### src/rtl/uart_tx_arbiter.sv
// uart_tx_arbiter: round-robin arbiter sharing one UART byte transmitter among NREQ producers.
// Define UART_ARB_LOCK_EN to add the lock input that holds the grant across multi-byte messages.
module uart_tx_arbiter #(
  parameter int NREQ = 4,
  parameter int WDOG = 8
) (
  input  logic                    clk,
  input  logic                    rst,
  input  logic [NREQ-1:0]         req,
  input  logic [8*NREQ-1:0]       data_in,
`ifdef UART_ARB_LOCK_EN
  input  logic [NREQ-1:0]         lock,
`endif
  output logic [NREQ-1:0]         ack,
  output logic [$clog2(NREQ)-1:0] grant_id,
  output logic                    busy,
  output logic [7:0]              tx_data,
  output logic                    tx_send,
  input  logic                    tx_ready
);

  localparam int GW = $clog2(NREQ);
  localparam int CW = (WDOG > 2) ? $clog2(WDOG) : 1;

  typedef enum logic [2:0] {
    IDLE      = 3'd0,
    SEND      = 3'd1,
    WAIT_LOW  = 3'd2,
    WAIT_HIGH = 3'd3,
    DONE      = 3'd4
  } state_t;

  state_t            state_r;
  logic [GW-1:0]     ptr_r;
  logic [CW-1:0]     cnt_r;
  logic [NREQ-1:0]   elig_s;
  logic [NREQ-1:0]   rot_s;
  logic [GW-1:0]     off_s;
  logic [GW:0]       sum_s;
  logic [GW-1:0]     win_s;
  logic [7:0]        win_byte_s;
  logic              any_s;
  logic [GW-1:0]     ptr_next_s;
  logic [NREQ-1:0]   owner_1h_s;
`ifdef UART_ARB_LOCK_EN
  logic              locked_r;
  logic              lock_hold_s;
`endif

  assign owner_1h_s = {{(NREQ-1){1'b0}}, 1'b1} << grant_id;
  assign ptr_next_s = (grant_id == GW'(NREQ - 1)) ? '0 : grant_id + GW'(1);

  // Eligible requests, round-robin scan upward from ptr_r, and the winner's byte
  always_comb begin
    elig_s = req;
`ifdef UART_ARB_LOCK_EN
    lock_hold_s = locked_r & lock[grant_id];
    if (lock_hold_s) begin
      elig_s = req & owner_1h_s;
    end else begin
      elig_s = req;
    end
`endif
    any_s = |elig_s;
    rot_s = NREQ'({elig_s, elig_s} >> ptr_r);
    off_s = '0;
    for (int k = NREQ - 1; k >= 0; k--) begin
      off_s = rot_s[k] ? GW'(k) : off_s;
    end
    sum_s = {1'b0, ptr_r} + {1'b0, off_s};
    win_s = (sum_s >= (GW+1)'(NREQ)) ? GW'(sum_s - (GW+1)'(NREQ)) : sum_s[GW-1:0];
    win_byte_s = 8'h00;
    for (int i = 0; i < NREQ; i++) begin
      win_byte_s = (win_s == GW'(i)) ? data_in[8*i +: 8] : win_byte_s;
    end
  end

  // Arbiter FSM; every output is a register updated on state transitions
  always_ff @(posedge clk or posedge rst) begin
    if (rst) begin
      state_r  <= IDLE;
      ptr_r    <= '0;
      cnt_r    <= '0;
      ack      <= '0;
      grant_id <= '0;
      busy     <= 1'b0;
      tx_data  <= 8'h00;
      tx_send  <= 1'b0;
`ifdef UART_ARB_LOCK_EN
      locked_r <= 1'b0;
`endif
    end else begin
      case (state_r)
        IDLE: begin
          ack   <= '0;
          cnt_r <= '0;
`ifdef UART_ARB_LOCK_EN
          locked_r <= lock_hold_s;
`endif
          if (tx_ready && any_s) begin
            state_r  <= SEND;
            grant_id <= win_s;
            tx_data  <= win_byte_s;
            tx_send  <= 1'b1;
            busy     <= 1'b1;
          end else begin
            state_r <= IDLE;
          end
        end
        SEND: begin
          tx_send <= 1'b0;
          cnt_r   <= '0;
          state_r <= WAIT_LOW;
        end
        WAIT_LOW: begin
          // A transmitter that never drops ready is assumed to have absorbed the byte
          if (!tx_ready) begin
            state_r <= WAIT_HIGH;
          end else if (cnt_r == CW'(WDOG - 1)) begin
            state_r <= DONE;
            ack     <= owner_1h_s;
          end else begin
            cnt_r <= cnt_r + CW'(1);
          end
        end
        WAIT_HIGH: begin
          if (tx_ready) begin
            state_r <= DONE;
            ack     <= owner_1h_s;
          end else begin
            state_r <= WAIT_HIGH;
          end
        end
        DONE: begin
          ack     <= '0;
          busy    <= 1'b0;
          state_r <= IDLE;
`ifdef UART_ARB_LOCK_EN
          if (lock[grant_id]) begin
            locked_r <= 1'b1;
          end else begin
            locked_r <= 1'b0;
            ptr_r    <= ptr_next_s;
          end
`else
          ptr_r <= ptr_next_s;
`endif
        end
        default: begin
          state_r <= IDLE;
          ack     <= '0;
          busy    <= 1'b0;
          tx_send <= 1'b0;
        end
      endcase
    end
  end

endmodule

### config.mk
export PLATFORM = sky130hd
export DESIGN_NAME = uart_tx_arbiter
export DESIGN_NICKNAME = d
export VERILOG_FILES = /design/src/rtl/uart_tx_arbiter.sv
export SDC_FILE = /design/constraint.sdc
export NUM_CORES = 1
export LEC_CHECK = 0
export CORE_AREA = 5 5 58 70
export DETAILED_ROUTE_END_ITERATION = 8
export DIE_AREA = 0 0 63 75
export PLACE_DENSITY = 0.82
export SLEW_MARGIN = 10
export SYNTH_ARGS = -nofsm -noshare
export SYNTH_HDL_FRONTEND = slang
export SYNTH_SLANG_ARGS = --single-unit
### constraint.sdc
create_clock -name clk -period 3.3 [get_ports clk]
set_input_delay 0.33 -clock clk [delete_from_list [all_inputs] [get_ports clk]]
set_output_delay 0.33 -clock clk [all_outputs]
set_load 0.005 [all_outputs]
==> results.toml, run 1 <==
# physical design summary
[status]
status = "finished, final reports clean"

[die]
initial_core_util = 0.456
chip_area_mm2 = 0.00473

[cells_and_area]
layout-drive-gt1-share = 0.0616
num_antenna_cells = 0

[clocking]
post_cts_buffers = 0
clockRootBuffer = "clkbuf_8"
clk_latency_ns = 0.27
clock-sinks = 24

[setup_path]
path_depth = 9
path_cells = "clkdlybuf4s50_1 -> nor3b_1 -> o31ai_1 -> o221ai_1 -> ha_1 -> xnor2_1 -> xnor2_2 -> mux2_1 -> nand3_1"
critical_path_class = "input port to flip-flop"
path_max_fanout = 25
critPathBufInv = 1
startpoint_type = "input port"
reg2reg_depth = 10
reg2reg_from = "ptr_r[0]$_DFFE_PP0N_"
slowest_stage = "xnor2_2"
cp.required_ns = 3.51

[detailed_routing]
drtPass1Iterations = 4

[synth]
async_flop_share = 1.00
synth_cell_types = 36
synth-adder-area-share = 0.0580
ys_chip_area_mm2 = 0.00151
ys.flops = 24

[hold_path]
hold_end = "ack[0]$_DFFE_PP0P_"
min_delay_path_depth = 2
worst_hold_startpoint = "ack[0]$_DFFE_PP0P_"

[global_route]
grt_overflow = 0
grt_pass1_wl_um = 6510
antenna_found_initial = 0

[sta]
final_hold_viol_count = 0
drv_slew = 0

[placed_design]
placed_area_mm2 = 0.00206
dp_hpwl_um = 2990

[pwr]
vdd.ir_drop.worst_mv = 0.528

[job]
warnings = 29
cap_violations = 0
## run 1: power by group
part | leakage [nW] | total [mW] | switching [mW] | internal [mW]
registers | 0.304 | 0.542 | 0.123 | 0.419
clock network | 0.0288 | 0.202 | 0.0958 | 0.107
logic | 0.578 | 0.886 | 0.420 | 0.465
total | 0.911 | 1.63 | 0.639 | 0.991
## run 1: area by class of cell
| type | count | area [um2] |
|---|---|---|
| fill | 281 | 1190 |
| multi-input combinational | 121 | 840 |
| sequential | 24 | 601 |
| timing repair buffer | 56 | 556 |
| clock buffer | 4 | 55.1 |
| tap | 37 | 46.3 |
| inverter | 6 | 22.5 |
## run 1: cells in the final DEF, fill, tap and decap left out, types with 2 or more instances in the layout
cell / synthesis / final
nor2b_1: 2 / 2
ha_1: 7 / 7
clkdlybuf4s50_1: 0 / 54
mux2i_1: 2 / 2
nand2_1: 33 / 33
a32oi_1: 8 / 8
nor3b_1: 2 / 2
o21ai_0: 6 / 6
nand2b_1: 2 / 2
a21o_1: 2 / 2
mux2_4: 3 / 3
o211a_1: 2 / 2
inv_1: 6 / 6
mux2_1: 5 / 5
o221ai_1: 2 / 2
a21oi_1: 4 / 4
nor3_1: 2 / 2
nand3b_1: 8 / 8
dfrtp_1: 24 / 24
nand3_1: 9 / 9
nand4b_1: 2 / 2
clkbuf_8: 0 / 4
nor2_1: 7 / 7
buf_4: 0 / 2
o31ai_1: 2 / 2
## run 1: sequential cells by signal, indices dropped and copies added, names as in the netlist
signal    cells
tx_data       8
tx_send       1
cnt_r         3
state_r       3
ack           4
ptr_r         2
grant_id      2
busy          1
## run 1: cell usage after synthesis, drive strengths merged, types with 2 or more instances
master,n,area [um2]
a21o,2,15.0
a21oi,4,20.0
a32oi,8,70.1
buf,4,32.5
clkbuf,4,15.0
dfrtp,24,601
ha,7,87.6
inv,6,22.5
mux2,9,113
mux2i,2,20.0
nand2,33,124
nand2b,2,12.5
nand3,9,45.0
nand3b,8,60.1
nand4b,2,17.5
nor2,7,26.3
nor2b,2,12.5
nor3,2,10.0
nor3b,2,15.0
o211a,2,20.0
o21ai,7,35.0
o221ai,2,17.5
o31ai,2,15.0
or4,2,18.8
xnor2,2,25.0
## run 1: worst register-to-register path: cells and delay by family, from the launching register on
kind            cells  cell delay (ns)
flops               1             0.51
xor+xnor            2             1.10
buf+inv             1             0.13
fa+ha+maj           1             0.21
mux                 1             0.41
simple gates        2             0.16
compound gates      3             0.36
## run 1: cell families after synthesis
family / after synthesis
AND-OR/OR-AND: 29
XOR/XNOR: 2
adder cells (fa/ha/maj): 7
buffers and inverters: 14
flip-flops: 24
multiplexers: 11
AND/OR/NAND/NOR: 72
## run 1: metal layers
layer	wire length, um	track usage	up-vias	part of all wire
li1	-	-	676	-
met1	1560	0.205	670	0.40
met2	2050	0.303	39	0.53
met3	165	0.0313	9	0.042
met4	111	0.0778	0	0.029
met5	0	0	-	0
## run 1: stage by stage
step | setup slack (ns) | setup TNS, ns | hold WS (ns)
after floorplan | 1.10 | 0 | 0.345
after global placement | 0.177 | 0 | 0.454
after detailed placement | -0.0266 | -0.0796 | 0.473
after CTS | 0.237 | 0 | 0.492
after global routing | 0.0483 | 0 | 0.526
final | 0.259 | 0 | 0.491
Run 1, signal wires by layer:
Two of the layers only.
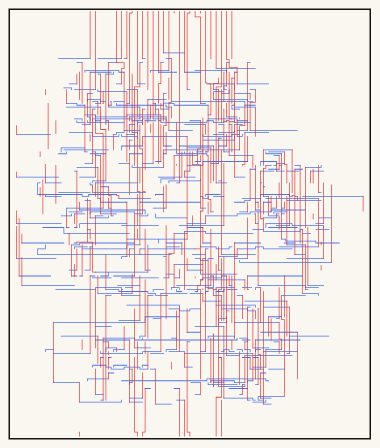
layer	color	wire length
M1	blue	1560 um
M2	red	2050 um
final wirelength: 3890 um
Vias: 1394

Run 1, sequential cells colored by netlist name:
Other sequential cells in the stronger gray, the rest of the logic in the fainter gray.
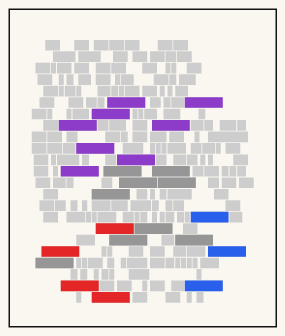
name in the netlist	color	flops
cnt_r	blue	3
ack	red	4
tx_data	purple	8
not colored	9
sequential share of cell area: 0.283
Reg area: 601 um2
post-layout util: 0.640

Run 1, PDN straps and rails:
Scale bar: 20 um. Pins as bars on the die edge. Tap cells in gray.
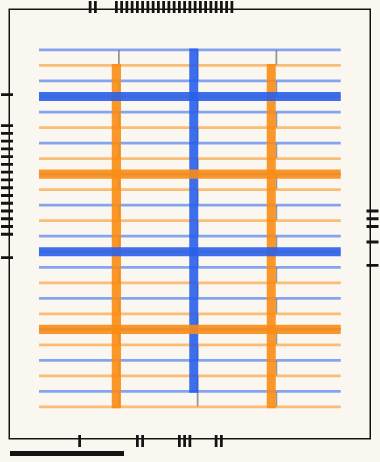
net	color
VSS	orange
VDD	blue
met4 straps	3
met1 rails	24
tap cells	37
rows	23
met5 straps	4
Die H: 75 um
Core Area: 0.00331 mm2
die width: 63 um

Run 1, routing congestion:
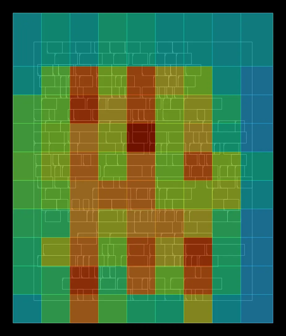
layer with the highest usage: met2
DR WL/cell: 15.7 um
met3 usage: 0.0313
GRT Util Overall: 0.172
GR Util met1: 0.205

==> run 2, diff against run 1 <==
Settings changed: CORE_AREA 5 5 58 70 to 2 2 55 67, DIE_AREA 0 0 63 75 to 0 0 57 69.
Run 2, signal wires by layer:
Two of the layers only.
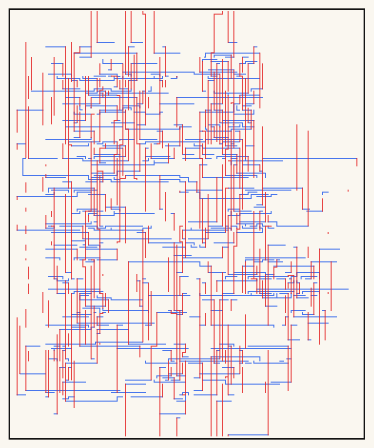
layer	color	wire length
M2	red	1710 um
M1	blue	1490 um
Vias: 1384
final wirelength: 3480 um
DR WL/cell: 14.0 um
GRT Util Overall: 0.189

Run 2, close-up of the layout:
Region (30, 5) to (55, 30) um. Cells in gray, sequential cells in the stronger gray; small squares are vias.
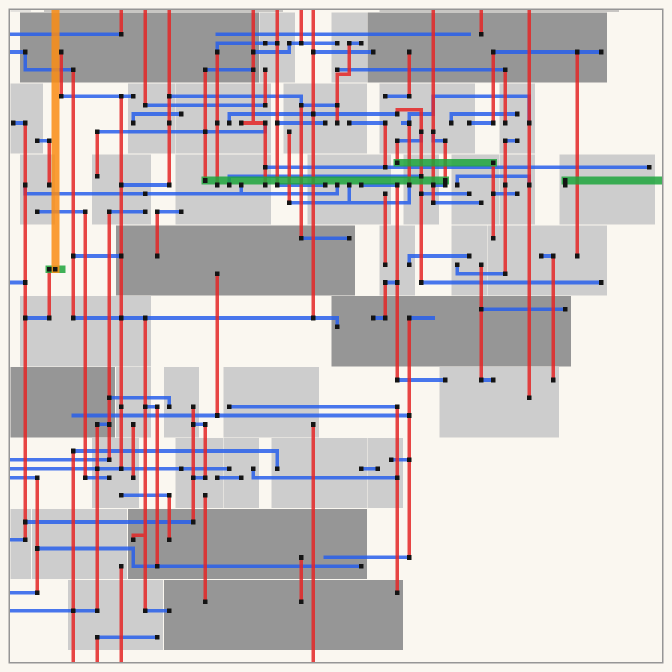
layer	color
M3	green
M2	red
M4	orange
M1	blue
netlist names of flops here include	ack (2), cnt_r (2), state_r (2)
most frequent	nand2_1 (8), dfrtp_1 (6), clkdlybuf4s50_1 (5)
cells with their middle in the window	36
sequential cells in the window	6

==> run 2 against run 1 <==
Worst setup slack better by 0.062 ns. Routed wire length down 11%. Non-clock buffer count up 1. Register-to-register slack better by 0.04 ns. Die size down 17%. Clock skew up 0.0027 ns. Worst hold slack worse by 0.013 ns. Count of clock-buffer cells in the layout down 1. Critical path depth unchanged. Power up 3.3%. Via count down 0.72%.
==> results.toml, run 2 <==
# physical design summary
[cells_and_area]
largest_reg_flops = 8
final_util = 0.653
layout-drive-gt1-share = 0.0660
lay_top_count = "clkdlybuf4s50_1"
num_antenna_cells = 0
regMostFlops = "tx_data"
fill_cells = 278
final_cell_mix = "54 x clkdlybuf4s50_1, 33 x nand2_1, 24 x dfrtp_1, 9 x nand3_1"

[setup_path]
startpoint_type = "input port"
path_max_fanout = 25
critical_path_class = "input port to flip-flop"

[sta]
fin_tns_setup_ns = 0
fin_hold_ws_ns = 0.478
drv_slew = 0

[die]
die_w_um = 57
core-area_mm2 = 0.00328
die_h_um = 69
initial_core_util = 0.460
chip_area_mm2 = 0.00393

[clocking]
post_cts_buffers = 0
clockRootBuffer = "clkbuf_8"

[placed_design]
pre_cts_ws_ns = 0.0709
placed_area_mm2 = 0.00207
dp_hpwl_um = 2620

[synth]
netlist_top_cells_area = "dfrtp_1 40%, nand2_1 8.2%, ha_1 5.8%, a32oi_1 4.6%, nand3b_1 4.0%"
synth-adder-area-share = 0.0580
synth_top_area_share = 0.398
ys.flops = 24
async_flop_share = 1.00
synthTopCellsByCount = "33 x nand2_1, 24 x dfrtp_1, 9 x nand3_1, 8 x a32oi_1, 8 x nand3b_1"
top_area_cell = "dfrtp_1"
synth_cell_types = 36

[global_route]
grt_pass1_wl_um = 5960
antenna_found_initial = 0

[job]
warnings = 29

[status]
status = "finished, final reports clean"

[detailed_routing]
drtPass1Iterations = 4

[pwr]
vdd.ir_drop.worst_mv = 0.437
[run 2: area by class of cell]
type                    count  area (um2)  share of cell area
multi-input cells         121         840               0.392
well taps                  37        46.3              0.0216
flip-flops and latches     24         601               0.280
clock inverters             1        30.0              0.0140
repair buffers             57         563               0.263
clock buffers               3        41.3              0.0193
inverters                   6        22.5              0.0105
[run 2: kinds of logic (layout without fill, tap and decap cells)]
kind of cell	count (synthesis)	in the layout
compound gates	29	29
xor+xnor	2	2
fa+ha+maj	7	7
buf+inv	14	67
flops	24	24
mux	11	11
simple gates	72	72
[run 2: layer usage]
| metal | routed length, um | track usage | share of wire |
|---|---|---|---|
| met5 | 0 | 0 | 0 |
| met4 | 61 | 0.0775 | 0.018 |
| met3 | 214 | 0.0394 | 0.062 |
| met2 | 1710 | 0.307 | 0.49 |
| met1 | 1490 | 0.243 | 0.43 |
[run 2: critical path, stage by stage]
cell and delay, ns:
clkdlybuf4s50_1 0.64, nor3b_1 0.10, o31ai_1 0.24, o221ai_1 0.15, ha_1 0.21, xnor2_1 0.16
xnor2_2 0.88, mux2_1 0.40, nand3_1 0.08
[run 2: path summary, 6_finish.rpt]
kind | cells after the start | endpoint | start
hold reg to reg | 2 | cnt_r[1]$_DFFE_PP0P_ | cnt_r[1]$_DFFE_PP0P_
max in group asynchronous | 2 | cnt_r[0]$_DFFE_PP0P_ | rst
setup / recovery | 9 | tx_data[0]$_DFFE_PP0P_ | req[0]
hold / removal | 2 | cnt_r[1]$_DFFE_PP0P_ | cnt_r[1]$_DFFE_PP0P_
min in group asynchronous | 2 | ack[0]$_DFFE_PP0P_ | rst
setup reg to reg | 10 | tx_data[0]$_DFFE_PP0P_ | ptr_r[0]$_DFFE_PP0N_
[run 2: report_power, final]
| group | internal, mW | switching (mW) | total, mW |
|---|---|---|---|
| sequential | 0.419 | 0.120 | 0.539 |
| combinational | 0.470 | 0.410 | 0.880 |
| clock | 0.163 | 0.103 | 0.265 |
| total | 1.05 | 0.633 | 1.68 |
Power and IR drop assume default switching activity.
